**Run 1: metal 1**

Supply wires on this layer in grey.
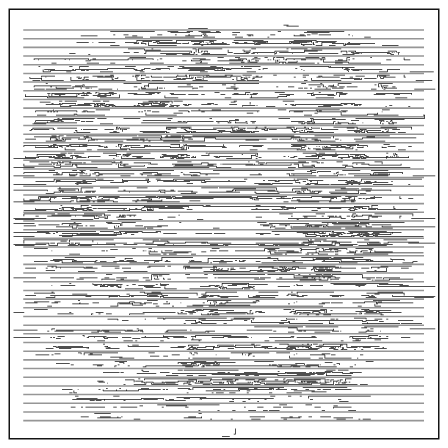
**Run 1: the metal 2 layer**

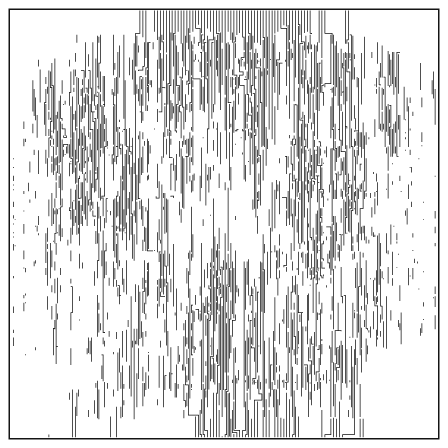
**Run 1: met3 routing**

Bar = 50 µm. Cells faint in the background.
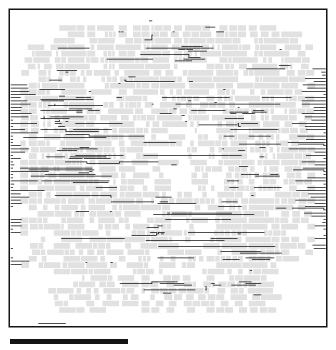
## src/rtl/mmio_io_ctrl.sv

```systemverilog
// mmio_io_ctrl: memory-mapped I/O register block for the RV32I LSU I/O window.
// Drives red/green LEDs, 7-segment digits and the LCD register, and samples
// the switches through a 2-flop synchroniser with an optional debounce stage.
// A sticky IRQ flag reports changes of the debounced switch value.
//
// Ports:
//   i_clk, i_reset        clock, synchronous active-high reset
//   i_req/i_we/i_addr/i_be/i_wdata   access request (one per cycle, no stall)
//   o_ack/o_err/o_rdata   registered response, valid the cycle after i_req
//   o_io_ledr/ledg/hex/lcd  output registers (hex segments active-low)
//   o_sw_irq              sticky switch-change flag (STAT bit0, W1C)
//   i_io_sw               asynchronous switch inputs
//
// Build option: define IO_DEBOUNCE_EN to add a DEB_CYCLES stable-count debounce
// between the synchroniser and the debounced switch register.
module mmio_io_ctrl #(
  parameter int unsigned LEDR_W     = 17,
  parameter int unsigned LEDG_W     = 8,
  parameter int unsigned NUM_HEX    = 8,
  parameter int unsigned SW_W       = 18,
  parameter int unsigned DEB_CYCLES = 1000
) (
  input  logic                   i_clk,
  input  logic                   i_reset,
  input  logic                   i_req,
  input  logic                   i_we,
  input  logic [7:0]             i_addr,
  input  logic [3:0]             i_be,
  input  logic [31:0]            i_wdata,
  output logic                   o_ack,
  output logic                   o_err,
  output logic [31:0]            o_rdata,
  output logic [LEDR_W-1:0]      o_io_ledr,
  output logic [LEDG_W-1:0]      o_io_ledg,
  output logic [NUM_HEX*7-1:0]   o_io_hex,
  output logic [31:0]            o_io_lcd,
  output logic                   o_sw_irq,
  input  logic [SW_W-1:0]        i_io_sw
);

  // Word indices (byte offset >> 2)
  localparam logic [5:0] A_LEDR = 6'h00;
  localparam logic [5:0] A_LEDG = 6'h01;
  localparam logic [5:0] A_HEX0 = 6'h04;
  localparam logic [5:0] A_HEX1 = 6'h05;
  localparam logic [5:0] A_LCD  = 6'h08;
  localparam logic [5:0] A_SW   = 6'h0C;
  localparam logic [5:0] A_STAT = 6'h0D;

  logic [5:0]      widx;
  logic            mapped;
  logic            err_c;
  logic            wr_en;
  logic            stat_clr;
  logic [31:0]     be_mask;
  logic [31:0]     rd_c;
  logic [63:0]     hex_lanes;
  logic [6:0]      hex_q [NUM_HEX];
  logic [SW_W-1:0] sw_s1;
  logic [SW_W-1:0] sw_s2;
  logic [SW_W-1:0] sw_db;
  logic            sw_chg_c;
  logic            sw_chg;
  logic            unused_ok;

  assign widx      = i_addr[7:2];
  assign unused_ok = ^{i_addr[1:0], DEB_CYCLES[0]};

  // Byte-enable merge of a 32-bit image of a register
  function automatic logic [31:0] be_merge(input logic [31:0] old_v,
                                           input logic [31:0] new_v,
                                           input logic [31:0] mask);
    return (old_v & ~mask) | (new_v & mask);
  endfunction

  // Address decode and error classification
  always_comb begin
    mapped   = 1'b0;
    case (widx)
      A_LEDR, A_LEDG, A_HEX0, A_HEX1, A_LCD, A_SW, A_STAT: mapped = 1'b1;
      default: mapped = 1'b0;
    endcase
    err_c    = !mapped || (i_we && widx == A_SW);
    wr_en    = i_req && i_we && !err_c;
    stat_clr = wr_en && widx == A_STAT && i_be[0] && i_wdata[0];
    be_mask  = {{8{i_be[3]}}, {8{i_be[2]}}, {8{i_be[1]}}, {8{i_be[0]}}};
  end

  // Digits laid out one per byte lane; missing digits read as 0
  always_comb begin
    hex_lanes = '0;
    o_io_hex  = '0;
    for (int k = 0; k < int'(NUM_HEX); k++) begin
      hex_lanes[8*k +: 7] = hex_q[k];
      o_io_hex[7*k +: 7]  = hex_q[k];
    end
  end

  // Read mux on pre-edge register state
  always_comb begin
    rd_c = '0;
    case (widx)
      A_LEDR: rd_c = 32'(o_io_ledr);
      A_LEDG: rd_c = 32'(o_io_ledg);
      A_HEX0: rd_c = hex_lanes[31:0];
      A_HEX1: rd_c = hex_lanes[63:32];
      A_LCD:  rd_c = o_io_lcd;
      A_SW:   rd_c = 32'(sw_db);
      A_STAT: rd_c = {31'b0, o_sw_irq};
      default: rd_c = '0;
    endcase
  end

  // Response and output registers
  always_ff @(posedge i_clk) begin
    if (i_reset) begin
      o_ack     <= 1'b0;
      o_err     <= 1'b0;
      o_rdata   <= '0;
      o_io_ledr <= '0;
      o_io_ledg <= '0;
      o_io_lcd  <= '0;
      for (int k = 0; k < int'(NUM_HEX); k++) hex_q[k] <= 7'h7F;
    end else begin
      o_ack   <= i_req;
      o_err   <= i_req && err_c;
      o_rdata <= (i_req && !i_we && !err_c) ? rd_c : '0;
      if (wr_en && widx == A_LEDR)
        o_io_ledr <= LEDR_W'(be_merge(32'(o_io_ledr), i_wdata, be_mask));
      if (wr_en && widx == A_LEDG)
        o_io_ledg <= LEDG_W'(be_merge(32'(o_io_ledg), i_wdata, be_mask));
      if (wr_en && widx == A_LCD)
        o_io_lcd <= be_merge(o_io_lcd, i_wdata, be_mask);
      // Digit k lives in byte k%4 of word HEX0 (k<4) or HEX1 (k>=4)
      for (int k = 0; k < int'(NUM_HEX); k++) begin
        if (wr_en && i_be[k % 4] &&
            ((k < 4 && widx == A_HEX0) || (k >= 4 && widx == A_HEX1)))
          hex_q[k] <= i_wdata[8*(k % 4) +: 7];
      end
    end
  end

  // Switch synchroniser, change flag and sticky IRQ (set beats clear)
  always_ff @(posedge i_clk) begin
    if (i_reset) begin
      sw_s1    <= '0;
      sw_s2    <= '0;
      sw_chg   <= 1'b0;
      o_sw_irq <= 1'b0;
    end else begin
      sw_s1  <= i_io_sw;
      sw_s2  <= sw_s1;
      sw_chg <= sw_chg_c;
      if (sw_chg)
        o_sw_irq <= 1'b1;
      else if (stat_clr)
        o_sw_irq <= 1'b0;
    end
  end

`ifdef IO_DEBOUNCE_EN
  localparam int unsigned CNT_W = $clog2(DEB_CYCLES + 1);

  logic [SW_W-1:0]  sw_s3;
  logic [CNT_W-1:0] deb_cnt;
  logic             load_c;

  // Load once the synchronised value has differed from sw_db and stayed put
  // for DEB_CYCLES cycles; deb_cnt counts the steady cycles seen so far.
  assign load_c   = (sw_s2 != sw_db) && (sw_s2 == sw_s3) &&
                    (deb_cnt == CNT_W'(DEB_CYCLES - 1));
  assign sw_chg_c = load_c;

  always_ff @(posedge i_clk) begin
    if (i_reset) begin
      sw_s3   <= '0;
      deb_cnt <= '0;
      sw_db   <= '0;
    end else begin
      sw_s3 <= sw_s2;
      if (sw_s2 == sw_db) begin
        deb_cnt <= '0;
      end else if (sw_s2 != sw_s3) begin
        deb_cnt <= CNT_W'(1);
      end else if (load_c) begin
        sw_db   <= sw_s2;
        deb_cnt <= '0;
      end else begin
        deb_cnt <= deb_cnt + CNT_W'(1);
      end
    end
  end
`else
  assign sw_chg_c = (sw_s2 != sw_db);

  // Debounced register is simply the synchronised value, one stage later
  always_ff @(posedge i_clk) begin
    if (i_reset) sw_db <= '0;
    else         sw_db <= sw_s2;
  end
`endif

endmodule
```

## config.mk

```make
export PLATFORM = sky130hd
export DESIGN_NAME = mmio_io_ctrl
export DESIGN_NICKNAME = d
export VERILOG_FILES = /design/src/rtl/mmio_io_ctrl.sv
export SDC_FILE = /design/constraint.sdc
export NUM_CORES = 1
export LEC_CHECK = 0
export CORE_MARGIN = 4
export CORE_UTILIZATION = 48
export DETAILED_ROUTE_END_ITERATION = 7
export HOLD_SLACK_MARGIN = 0.02
export PLACE_DENSITY = 0.8
export SETUP_SLACK_MARGIN = 0.15
export SLEW_MARGIN = 5
export SYNTH_ARGS = -nofsm -noshare
export SYNTH_HDL_FRONTEND = slang
export SYNTH_SLANG_ARGS = --single-unit
```

## constraint.sdc

```tcl
create_clock -name i_clk -period 2.75 [get_ports i_clk]
set_clock_uncertainty 0.2 [all_clocks]
set_input_delay 0.4125 -clock i_clk [delete_from_list [all_inputs] [get_ports i_clk]]
set_output_delay 0.4125 -clock i_clk [all_outputs]
set_load 0.02 [all_outputs]
```

==> design notes, run 1 <==
The largest net degree at the start of global routing is 46, and the number of register bits inferred by synthesis is 203. For the first-pass GRT wire length, the log shows 35.2 mm. The area share of the leading cell type in the synthesized netlist was 38.6%; the global-route congestion overflow total was 0.

The wire-length estimate of the detail-placed layout is 16.7 mm. The logs give 0 for the number of violations of the max-capacitance limit and 2.27 mm for the sum of met3 wire segment lengths after detailed routing. The setup path with the least slack is of type input port to register. For the count of unresolved DRC violations after routing, the log shows 0. For this design the top-level I/O count stands at 214. The root buffer cell chosen for the clock tree is clkbuf_16.

The run gives 10.3% for the share of layout cells above drive strength 1. With the headroom to the max-slew limit at 68.2%, the maximum buffer depth of the clock tree is 3. For reference, the clock transition at the flip-flops on the worst setup and hold paths is 0.06 ns.

The run gives 434 MHz for the achievable frequency. The run finished with clean final reports. The multi-input combinational cells in the finished layout cover a total of 2800 µm². After layout, the worst setup slack is 0.444 ns.

The endpoint arrival time on the critical path was 2.33 ns. After detailed routing, no signal wire sits above met4. The final hold violation count was 0. Sorting the synthesized cells by how often they occur yields dfxtp_1, nor2b_1, edfxtp_1. The floorplan has 45 rows. Vertical die dimension: 134 µm.

For reference, the post-synthesis area per instance comes to 11.1 µm². After synthesis, the cell types taking the most area are dfxtp_1, edfxtp_1, nor2b_1. The chip occupies 18000 µm².

The total power per unit cell area was 601 nW/µm². Overall power consumption after layout is estimated at 6.53 mW. The number of clock buffers inserted by TritonCTS came out at 20. The run gives 0 as the setup fix buffers added after clock tree synthesis. The final antenna diode count is 0, and the wire length per cell is 20.2 µm. STA classifies the critical path startpoint as an input port. The placement report lists the number of port buffers as 211. The tools report the routed length on met2 as 10.9 mm.

The via count of the first global-routing pass came out at 6422. The stat command in Yosys gives a chip area of 7630 µm². With the number of different library cells in the post-synthesis netlist at 40, the peak ir drop on the vdd network is 361 µV. With the number of iterations in the first detailed-routing pass at 8, the initial antenna violation count is 0.

For this block, the initial DRC count from the detailed router was 832. The tools report the synthesized instance count as 688. After clock tree synthesis, the repair step resized 0 gates. The script extracted a total leakage power of 3.87 nW. The number of endpoints failing setup at the final stage came out at 0. Before any placement, the netlist area is recorded as 7630 µm². The final weighted congestion recorded by global placement is 0.893. With the antenna violation net count after detailed routing at 0, the final count of pins violating max slew is 0. The run gives 49.7% for the floorplan utilization. Hold repair after CTS inserted 0 buffers.

Global routing used 24.7% of the available tracks across all layers. With the post-route clock period utilization at 83.8%, the post-synth net total is 754. met2 is the most crowded layer. Number of filler cells placed in the layout: 1088.

Per the Yosys statistics, synthesis produced 688 cells. Per the timing report, the biggest fanout along the worst path comes to 28. At the pin with the least slew margin, the transition time is 0.476 ns. The area taken by sequential standard cells is reported as 4620 µm². The summed negative setup slack over all endpoints is 0 ns. The core region is 15400 µm². In this run the layout overhead on the synthesized area is reported as 42.3%.

The finished design was reported to have a net count of 982. For the post-layout instance area, the log shows 10900 µm². Most frequent cell after synthesis: dfxtp_1. The placement stage leaves a total instance area of 10200 µm². With the final critical path time including I/O delays and setup at 2.31 ns, the clock sink total is 203. For the worst-skew pair, the clock arrives at the later sink with an insertion delay of 0.49 ns.

The die outline width came out at 134 µm. The run gives 9.20 mm as the detailed-route wire length on metal 1. Among all flip-flop cells after synthesis, the most frequent one is dfxtp_1. Setup repair after global routing left no endpoint under its margin. The tightest min-delay check is of the input port to register type. The placement-stage worst setup slack is -0.0334 ns.
Back to the opening pictures, 'metal 1':
- wire length on this layer: 9200 µm
- main direction: horizontal
- nets with wire on the layer: 885
- longest straight run: 46.5 µm
- share of all routed wire: 40%
met1 track utilization from global routing: 33.2%
DRT Wirelength: 23.0 mm
via count: 6370

Back to the opening pictures, 'the metal 2 layer':
- main direction: vertical
- longest straight run: 47.6 µm
- nets with wire on the layer: 864
- wire length on this layer: 10900 µm
- share of all routed wire: 47%
global-route track usage on met2: 40.7%

Back to the opening pictures, 'met3 routing':
- nets with wire on the layer: 207
- longest straight run: 49.5 µm
routing usage on met3: 4.61%

## run 1: stage by stage
stage               instances  hold slack (ns)  util (%)
floorplan                 688            0.211         -
global placement         1105            0.223      66.2
detailed placement       1105            0.223      66.2
CTS                      1141            0.126      70.7
global route             1141            0.163      70.7
finish                   1141            0.138      70.7
## run 1: worst max-delay path: stages
cell             delay (ns)
clkdlybuf4s50_1        0.48
or3_1                  0.47
nor4_4                 0.22
nand2_2                0.33
or3_1                  0.42
## run 1: final timing paths
kind         cells after the start  slack [ns]          end       from
max                              5        0.44  hex_q[0][3]  i_addr[5]
max reg2reg                      4        1.41   o_rdata[5]   register
min reg2reg                      1        0.23     sw_s2[9]   sw_s1[9]
min                              2        0.14    sw_db[12]    i_reset
## run 1: cell type report
cell class	count	area share, %
clock inverter	11	1.23
timing repair buffer	252	22.7
sequential	203	42.6
multi-input combinational	432	25.7
inverter	7	0.242
tap	211	2.43
clock buffer	25	5.07
## run 1: power breakdown
part           internal [mW]  switching, mW  total [mW]  leakage [nW]
logic                  0.250          0.250       0.500          1.78
clock network           1.70           1.12        2.82         0.335
registers               3.16         0.0535        3.21          1.76
## run 1: cells in the final DEF, fill, tap and decap left out, drive strengths merged, types with 27 or more instances in the layout
cell,count
a222oi,29
buf,42
edfxtp,56
nand2,28
or3,32
mux2i,27
a21oi,46
dfxtp,147
nand3,30
clkdlybuf4s50,210
nand2b,40
nor2b,62
## run 1: kinds of logic (layout without fill, tap and decap cells)
| group | Yosys count | in the layout | share of synthesized area, % |
|---|---|---|---|
| multiplexers | 28 | 28 | 3.84 |
| XOR/XNOR | 18 | 18 | 2.07 |
| flip-flops | 203 | 203 | 60.6 |
| AND-OR/OR-AND | 125 | 125 | 11.0 |
| AND/OR/NAND/NOR | 261 | 261 | 19.7 |
| buffers and inverters | 53 | 295 | 2.82 |
**Run 1: clock routing**

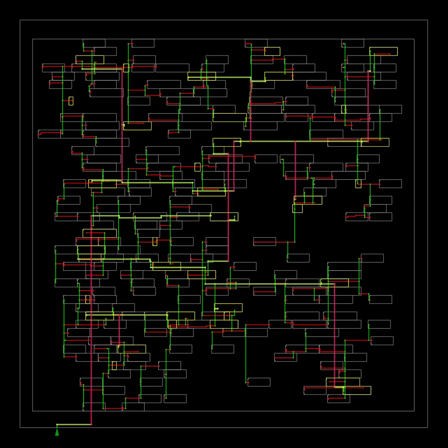

==> run 2: changes to the inputs <==
==> constraint.sdc (replaced) <==
create_clock -name i_clk -period 2.3 [get_ports i_clk]
set_clock_uncertainty 0.2 [all_clocks]
set_input_delay 0.345 -clock i_clk [delete_from_list [all_inputs] [get_ports i_clk]]
set_output_delay 0.345 -clock i_clk [all_outputs]
set_load 0.02 [all_outputs]
**Run 2: clock routing**

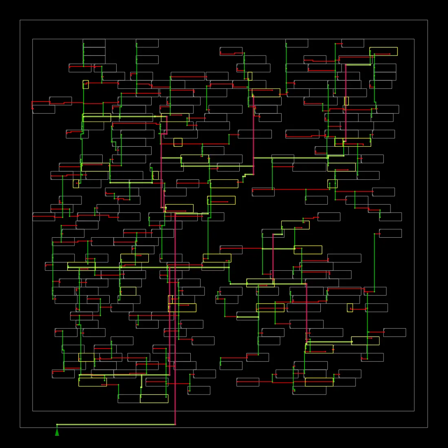
power drawn by the clock network: 3.31 mW
clock latency on the worst-skew pair: 0.48 ns

==> run 2 against run 1 <==
Compared with the run above:
- clock power up 17%
- largest power group unchanged
- critical endpoint is now o_rdata[6]
- sequential power up about 20%
- synthesized cell count stayed put
- worst hold slack better by 0.083 ns
- first-iteration DRC count grew 4.1%
- die area stayed put
- critical path depth increased by 3
==> design notes, run 2 <==
Counting only logic cells after layout, the most numerous master is clkdlybuf4s50_1. Hold analysis lists the worst path endpoint as sw_s1[6]. Yosys reports that the leading cell type by area covers 38.6% of the netlist area. The headroom to the max-slew limit came out at 63.7%. End point of the critical path: o_rdata[6]. The path class of the tightest hold or removal check is input port to register. The reg2reg setup slack is 0.87 ns. Counting instances, the worst hold path has a depth of 2. The longest individual stage delay on the worst path is 0.58 ns, and the detailed placer's ending HPWL is 17.1 mm.

The first detailed-routing pass took 8 iterations. Critical path start-end classification: input port to register. The global-route total usage across every layer is 25.3%, and the first-pass GRT wire length is 36.6 mm. In this design, the critical path's most frequently occurring cell is buf_4.

Entering global routing, the biggest net connects 55 pins. The post-synth net total is 754, and the number of endpoints failing setup at the final stage is 0. The timing report gives the clock slew at the launch and capture registers of the worst setup and hold paths as 0.06 ns. The main area contributors are dfxtp_1, edfxtp_1, nor2b_1. In the final design database the tool counted 1017 nets.

For the total core area, the log shows 15400 µm². The flow ran to the end, and the final reports show no timing, DRC or antenna violations. Count of unresolved DRC violations after routing: 0.

The post-synth register bit count is 203. In this run the most critical hold path is launched from i_io_sw[6]. The final hold violation count was 0. The flow reports an fmax of 479 MHz.

The antenna violation net count after detailed routing is 0. The placement report lists the number of port buffers as 211. The via count of the first global-routing pass was 6718.

The tools report the type of element launching the critical path as an input port. The run gives 90.8% for the post-route clock period utilization. The run gives 0 as the final count of pins violating max slew. After synthesis, the mean cell area works out to 11.1 µm². Measured along the y axis, the die boundary spans 134 µm. Global routing finished with a remaining overflow of 0.

The run gives 14.1% for the share of layout cells above drive strength 1. The number of different library cells used by synthesis comes to 40. The tools report the placement row count as 45. The congestion estimate from routability-driven global placement came to 0.923.

The stage-log warning count was 29. The buffer cell driving the clock tree root was clkbuf_16. The run gives 2.09 ns for the final critical path time including I/O delays and setup.

Detailed-route iteration 0 reported a violation count of 866. Across the VDD grid, the largest voltage drop is 498 µV. Ranking logic cells in the layout by count gives the top entries clkdlybuf4s50_1, dfxtp_1, buf_4. Per the run summary, max-cap violations total 0. The pin closest to its max-slew limit shows a slew of 0.545 ns.

After synthesis, the chip area reported by Yosys is 7630 µm². CTS reports a maximum clock tree buffer depth of 3. Setup repair after global routing left no endpoint under its margin. Initial antenna violation count: 1. The total power is 7.77 mW. Sorting the synthesized cells by how often they occur yields dfxtp_1, nor2b_1, edfxtp_1.

The total power per unit cell area was 693 nW/µm²; the mapped cell area was 7630 µm². The area of all sequential standard cells is 4620 µm². The floorplan report gives the top-level pin count as 214.

Adding up every negative setup slack in the final design gives 0 ns. Per the OpenROAD floorplan log, the width of the die is 134 µm. The floorplan die area was 18000 µm².

Most common flop cell mapped by yosys: dfxtp_1. STA shows the worst reg2reg path with a cell count of 5. The area growth from synthesis to layout was 46.9%; the biggest fanout along the worst timing path was 8. The launch point of the worst register-to-register path is recorded as hex_q[1][5]. The wire length per cell is 20.1 µm, and the worst hold slack across all endpoints is 0.221 ns. The final antenna diode count is 0. Per the TritonCTS log, the buffer count is 21. Among all cell types in the netlist, the one instantiated most often is dfxtp_1.

For the endpoint arrival time on the critical path, the log shows 2.23 ns. The synthesized instance count came out at 688. The endpoint identified for the worst register-to-register timing path is o_rdata[5].

The multi-input combinational cells in the finished layout cover a total of 2820 µm². The static leakage is 4.10 nW. For this design, the slowest cell found on the critical path is clkdlybuf4s50_1. The report lists the cells along the critical path as clkdlybuf4s50_1, nor4b_2, buf_4, and2_4, buf_12, a222oi_1, buf_4, a21oi_1. The layout has 1049 filler cells.

CTS saw 203 sinks. OpenSTA lists the critical path startpoint as i_addr[4]. The warning tally printed by Yosys for this design is 0. Before placement the cells fill 49.7% of the core.
**Run 2: the metal 2 layer**

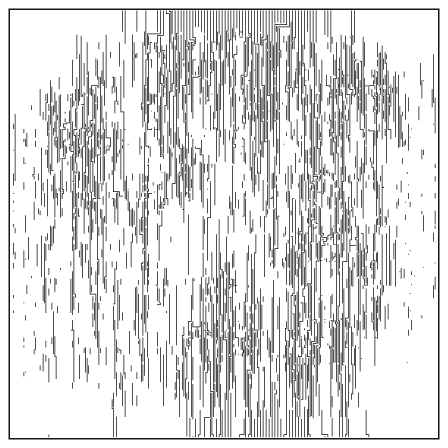
- share of all routed wire: 48%
- nets with wire on the layer: 906
- main direction: vertical
- wire length on this layer: 11400 µm
DRT Wirelength: 23.6 mm
global-route track usage on met2: 42.8%
via count: 6599

-- run 2: cell counts after synthesis --
No cell type changed its count.
-- run 2: worst max-delay path, delay by kind of cell --
kind | cells | cell delay, ns
simple gates | 2 | 0.27
buf+inv | 4 | 1.06
compound gates | 2 | 0.57
-- run 2: logic make-up (layout without fill, tap and decap cells) --
family / count (synthesis) / count (layout) / synth area share (%)
multiplexers: 28 / 28 / 3.84
XOR/XNOR: 18 / 18 / 2.07
buffers and inverters: 53 / 329 / 2.82
AND-OR/OR-AND: 125 / 125 / 11.0
flip-flops: 203 / 203 / 60.6
AND/OR/NAND/NOR: 261 / 261 / 19.7
-- run 2: layout make-up --
cell class | count | area share [%]
Clock inverter | 9 | 0.457
Inverter | 7 | 0.234
Clock buffer | 27 | 5.63
Tap cell | 211 | 2.35
Sequential cell | 203 | 41.2
Multi-Input combinational cell | 432 | 25.1
Timing Repair Buffer | 286 | 24.9
-- run 2: stage by stage --
step,setup slack [ns],util (%),cell area (µm²),cells
6_report,0.212,73.0,11200,1175
5_1_grt,0.189,73.0,11200,1175
4_1_cts,0.167,72.8,11200,1174
3_5_place_dp,-0.367,68.3,10500,1137
3_3_place_gp,-0.321,68.3,10500,1137
2_1_floorplan,0.120,-,7650,688
-- run 2: timing repair --
item	4_1_cts	5_1_grt
endpoints found under the hold margin	3	0
hold buffers	1	0
pin swaps	1	4
gates resized	2	6
setup endpoints to repair	21	27
buffers inserted	0	1
-- run 2: report_power, final --
part	total [mW]	internal, mW	switching (mW)	leakage, nW
logic	0.618	0.314	0.304	2.01
clock network	3.31	1.94	1.37	0.335
registers	3.84	3.77	0.0681	1.76
-- run 2: layer usage --
metal  global-route usage (%)  part of all wire, %
met1                     32.6                   40
met2                     42.8                   48
met3                     5.10                  9.0
met4                     8.77                  2.9
met5                        0                0.055
**Run 2: met3 routing**

Bar = 50 µm. Cells faint in the background.
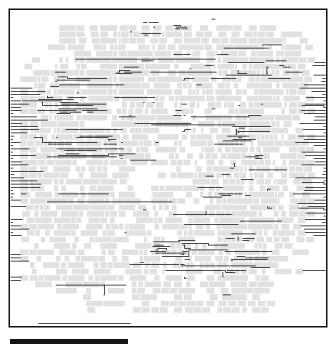

==> run 3: changes to the inputs <==
==> constraint.sdc (replaced) <==
create_clock -name i_clk -period 2.3 [get_ports i_clk]
set_clock_uncertainty 0.2 [all_clocks]
set_input_delay 0.345 -clock i_clk [delete_from_list [all_inputs] [get_ports i_clk]]
set_output_delay 0.345 -clock i_clk [all_outputs]
set_load 0.05 [all_outputs]
**Run 3: met3 routing**

Bar = 50 µm. Cells faint in the background.
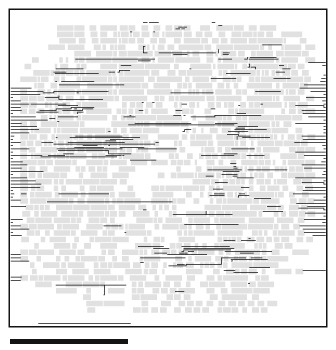
- wire length on this layer: 2140 µm
- share of all routed wire: 9.1%
routing usage on met3: 5.10%
via count: 6586

==> run 3 against run 2 <==
Compared with the run above:
- utilization decreased by 0.79 points
- setup slack lost 0.033 ns
- synthesized area unchanged
- global-route usage about the same
- die area stayed put
- combinational power up 16%
==> design notes, run 3 <==
The flow ran to the end, and the final reports show no timing, DRC or antenna violations. Prior to clock tree synthesis, the placed netlist has a worst setup slack of -0.367 ns. For this run, the leading register cell type out of synthesis is dfxtp_1.

In this run, power in the clock network comes to 3.30 mW. The HPWL after detailed placement is 17.1 mm. The instance count after placement with tap cells included was 1137; the headroom to the max-slew limit was 61.1%.

The buffer cell driving the clock tree root is clkbuf_16. Detailed placement reports a standard cell area of 10500 µm². The placement summary gives the final routability congestion estimate as 0.923.

The final antenna diode count is 0, and the number of endpoints failing setup at the final stage is 0. The power in sequential cells came out at 3.84 mW. The cell sequence reported for the critical path is clkdlybuf4s50_1. With the vertical die dimension at 134 µm, the count of input and output buffers is 211.

The slowest stage of the critical path belongs to the cell clkdlybuf4s50_1. The leakage power in the latest report is 4.83 nW. The clock reaches the later pin of the worst-skew pair after 0.48 ns.

The flow reports that the clock network draws 42.0% of the design power. The worst setup path is launched from a register. The post-synthesis average cell area is 11.1 µm², and the achievable frequency is 471 MHz. The tools report the final hold violation count as 0.

Launching element of the worst setup path: o_rdata[23]. In the layout the commonest cells are dfxtp_1, dlygate4sd2_1, buf_4. The most common cell in the synthesized netlist is dfxtp_1. The largest net degree at the start of global routing is 55, and the number of register bits inferred by synthesis is 203.

Ranked by power, first place goes to registers. Per the cell usage report, the commonest logic cell in the layout is dfxtp_1. The area share of the leading cell type in the synthesized netlist is 38.6%, and the number of iterations in the first detailed-routing pass is 6. The run gives 36.6 mm for the first-pass GRT wire length. Category of cells accounting for the largest share of critical-path delay: buffers and inverters.

Global routing used 25.3% of the available tracks across all layers. After floorplanning, the die was sized to cover 18000 µm². The tools report the global-route congestion overflow total as 0. The worst hold path belongs to the class input port to register. In this run the layout overhead on the synthesized area is reported as 45.3%.

The violation tally from detailed-route iteration zero was 857; the number of clock buffers inserted by TritonCTS was 21. The via count of the first global-routing pass is 6726, and the final net count is 1017. With the longest individual stage delay on the worst path at 0.79 ns, the final count of pins violating max slew is 0. The finished cells cover 11100 µm². Synthesis produced a netlist whose cell count is 688.

The run gives 214 as the number of top-level design ports. The biggest fanout along the worst timing path is 1. The endpoint of the most critical register-to-register path is o_rdata[5]. The die outline width is 134 µm. Per the timing report, the most critical flop-to-flop path originates at hex_q[1][5]. Per the final layout report, the fraction of cells sized above drive strength 1 comes to 14.1%. The analysis reports a worst IR drop on VDD of 498 µV.

OpenROAD emitted warnings numbering 29. The count of unresolved DRC violations after routing was 0; the antenna violation net count after detailed routing was 0. The buffer and inverter count on the worst path came out at 1.

The tools report the reg2reg setup slack as 0.88 ns. Combinational cells consume a total of 717 µW. In the final routed layout, each cell accounts on average for 20.1 µm. The initial antenna violation count came out at 1. The run gives 7630 µm² for the yosys-reported design area after synthesis.

The floorplan has 45 rows. The tools report the mapped cell area as 7630 µm². With the internal power contribution at 5.98 mW, the total power per unit cell area is 709 nW/µm². The logic depth of the worst setup path including buffers works out to 1.

In the post-synthesis netlist, the biggest area contributors are dfxtp_1, edfxtp_1, nor2b_1. The worst setup path is of the register to output pin kind. For the maximum buffer depth of the clock tree, the log shows 3. Clock-pin slew was measured on the worst setup and hold paths at 0.06 ns. The design draws 7.86 mW. The finished layout holds 1175 standard cells, fillers aside. In the finished design, the share of the clock period the worst path needs comes to 92.2%.

The total number of yosys warnings was 0; the switching power summed over all nets was 1.88 mW.
**Run 3: clock routing**

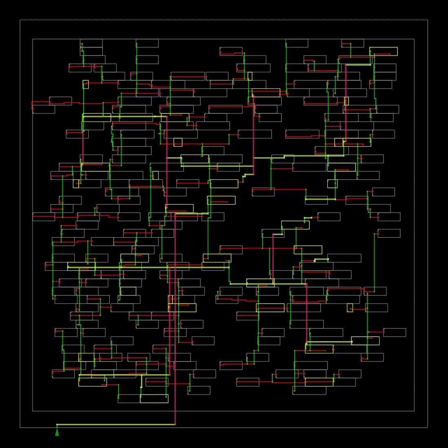
count of clock buffers in the final design: 27
flop count: 203
TritonCTS sink count: 203

run 3: area by class of cell:
type,instances,area (µm²)
repair buffers,286,2680
inverters,7,26.3
clock inverters,9,51.3
well taps,211,264
clock buffers,27,632
multi-input cells,432,2820
fillers,1126,4280
flip-flops and latches,203,4620
run 3: what timing repair did:
item	CTS	global route
endpoints found under the setup margin	150	43
buffers inserted	0	1
gates resized	131	22
hold endpoints to repair	3	0
hold buffers	1	0
pin swaps	1	4
gates cloned	0	0
run 3: per-stage QoR:
stage	util [%]	hold slack [ns]	setup TNS, ns
finish	72.2	0.221	0
detailed placement	68.3	0.221	-45.74
CTS	71.8	0.203	0
floorplan	-	0.211	0
global route	72.2	0.211	0
global placement	68.3	0.223	-38.81
run 3: worst min-delay path by stage:
stage	from	endpoint	slack (ns)	depth (start not counted)
after floorplan	sw_chg	o_sw_irq	0.21	2
after global placement	sw_s1[9]	sw_s2[9]	0.22	1
after detailed placement	sw_s1[6]	sw_s2[6]	0.22	1
after CTS	i_io_sw[6]	sw_s1[6]	0.20	2
after global routing	i_io_sw[11]	sw_s1[11]	0.21	2
final	i_io_sw[6]	sw_s1[6]	0.22	2
run 3: cells by family after synthesis:
| logic type | after synthesis | share of synthesized area [%] |
|---|---|---|
| xor gates and xnor gates | 18 | 2.07 |
| muxes | 28 | 3.84 |
| and+or+nand+nor | 261 | 19.7 |
| AOI/OAI and AO/OA | 125 | 11.0 |
| DFF | 203 | 60.6 |
| buffers and inverters | 53 | 2.82 |
run 3: layer usage:
layer  part of all wire, %  track usage (%)
met5                 0.055                0
met1                    40             32.6
met3                   9.1             5.10
met4                   3.0             8.77
met2                    48             42.8
Power and IR drop assume default switching activity.
